==> config.mk <==
export PLATFORM = sky130hd
export DESIGN_NAME = lane_array_collector
export DESIGN_NICKNAME = d
export VERILOG_FILES = /design/src/rtl/lane_array_collector.sv
export SDC_FILE = /design/constraint.sdc
export NUM_CORES = 1
export LEC_CHECK = 0
export CAP_MARGIN = 20
export CORE_MARGIN = 2
export CORE_UTILIZATION = 60
export CTS_CLUSTER_DIAMETER = 60
export DETAILED_ROUTE_END_ITERATION = 8
export PLACE_DENSITY_LB_ADDON = 0.12
export SYNTH_ARGS = -nofsm -noshare
export SYNTH_HDL_FRONTEND = slang
export SYNTH_SLANG_ARGS = --single-unit
==> constraint.sdc <==
create_clock -name clk -period 3.12 [get_ports clk]
set_input_delay 0.312 -clock clk [delete_from_list [all_inputs] [get_ports clk]]
set_output_delay 0.312 -clock clk [all_outputs]
set_load 0.1 [all_outputs]
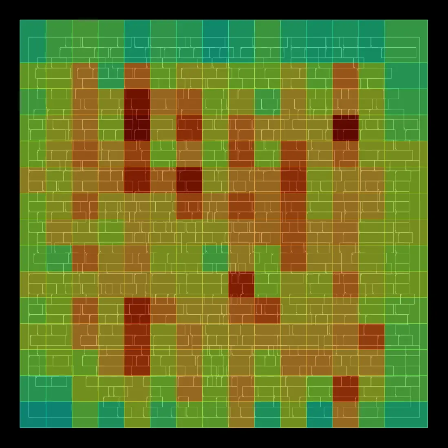
(routing congestion map)
GR Util met1: 0.356
final design utilization: 0.770
GR peak layer: met2
routed wirelength normalized by instance count: 20.8 um
met2 usage in global routing: 0.432

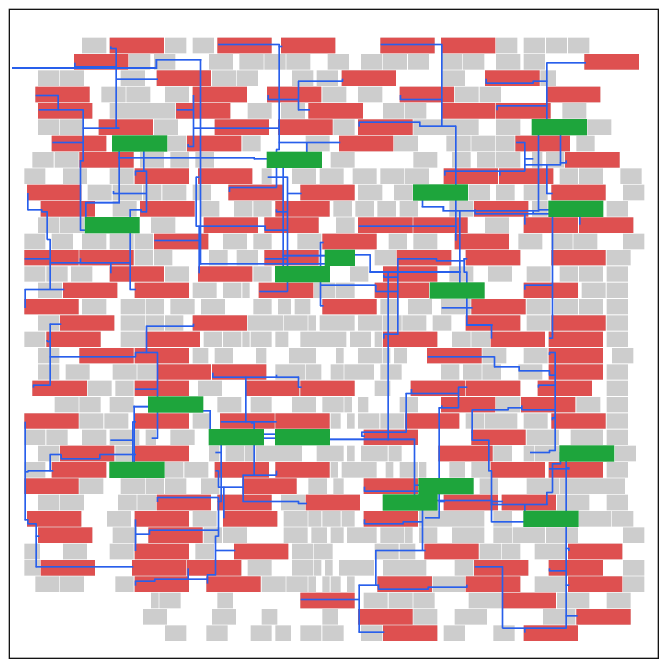
(clock distribution)
Drawn at 6 px/um.
legend:
  clock wires:
    colour: blue
    length: 1680 um
  flip-flops:
    colour: red
    count: 143
  cells driving clock nets:
    colour: green
    count: 17
flops lie: widely spread
routed clock nets: 18
power attributed to the clock group: 2.14 mW
worst skew pair latency: 0.53 ns
clock network power share: 0.252

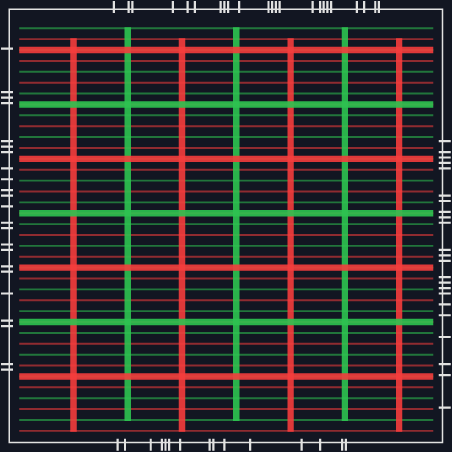
(supply network)
Drawn at 4 px/um. Pins as bars on the die edge.
legend:
  VDD:
    colour: green
  VSS:
    colour: red
met5 straps: 7
met4 straps: 7
met1 rails: 38
signal pins: 84
Die X: 108 um
Worst VDD drop: 1.03 mV

==> out/qor.json <==
{
  "drive_gt1_frac": 0.399,
  "preCtsSetupSlack_ns": 0.575,
  "power_density_mw_per_mm2": 1060,
  "finalSetupViolCount": 0,
  "cp_max_fo": 16,
  "worst_r2r_path_depth": 6,
  "diodes": 0,
  "cpMostUsedCell": "ha_1",
  "layout_setup_ws_ns": 0.563,
  "rrSetupSlack_ns": 0.56,
  "remaining_drc_errors": 0,
  "comb_share": 0.339,
  "outcome": "finished, final reports clean",
  "area.share.sequential": 0.446,
  "vias": 4047,
  "worst_setup_path_end_kind": "register",
  "min_period_ns": 2.56,
  "finalPower_mw": 8.49,
  "worst_slew_margin_rel": 0.321,
  "yosysChipArea_sq_mm": 0.00648,
  "maxUsedRoutingLayer": "met4",
  "postSynthAreaPerCell_sq_um": 14.7,
  "num-nets-final": 541,
  "start_kind": "register",
  "met2_wirelength_um": 7080,
  "floorplan.tapcells": 136,
  "fraction_of_area_in_clock_buffers_and_inverters": 0.0784,
  "area_share_nonclk_buffers": 0.113,
  "area_leaders": "dfrtp_1 (55%), mux2_2 (21%), a22o_1 (8.8%), mux2_4 (3.7%), o21ai_2 (1.4%)"
}
[synth_stat cells, drive strengths merged]
master  count
nand2b      4
a21o        1
nor4        3
ha          2
a22o       65
a21oi       1
inv         4
mux2i       3
clkbuf     12
and2b       1
nand2       8
clkinv      1
dfrtp     143
nor2        9
nor3       13
mux2      139
or2         1
buf        14
nor2b       3
o21ai      14
[through the flow]
stage | cell area (sq um) | hold WS [ns]
floorplan | 6480 | 0.0164
detailed placement | 7390 | 0.373
global route | 8030 | 0.425
finish | 8030 | 0.352
global placement | 7390 | 0.365
CTS | 8030 | 0.392
[where the power goes]
group          switching (mW)  leakage, nW  total, mW  internal, mW
registers               0.278         1.95       2.53          2.25
logic                    2.67         1.52       3.82          1.16
clock network           0.760        0.309       2.14          1.38
Power and IR drop assume default switching activity.
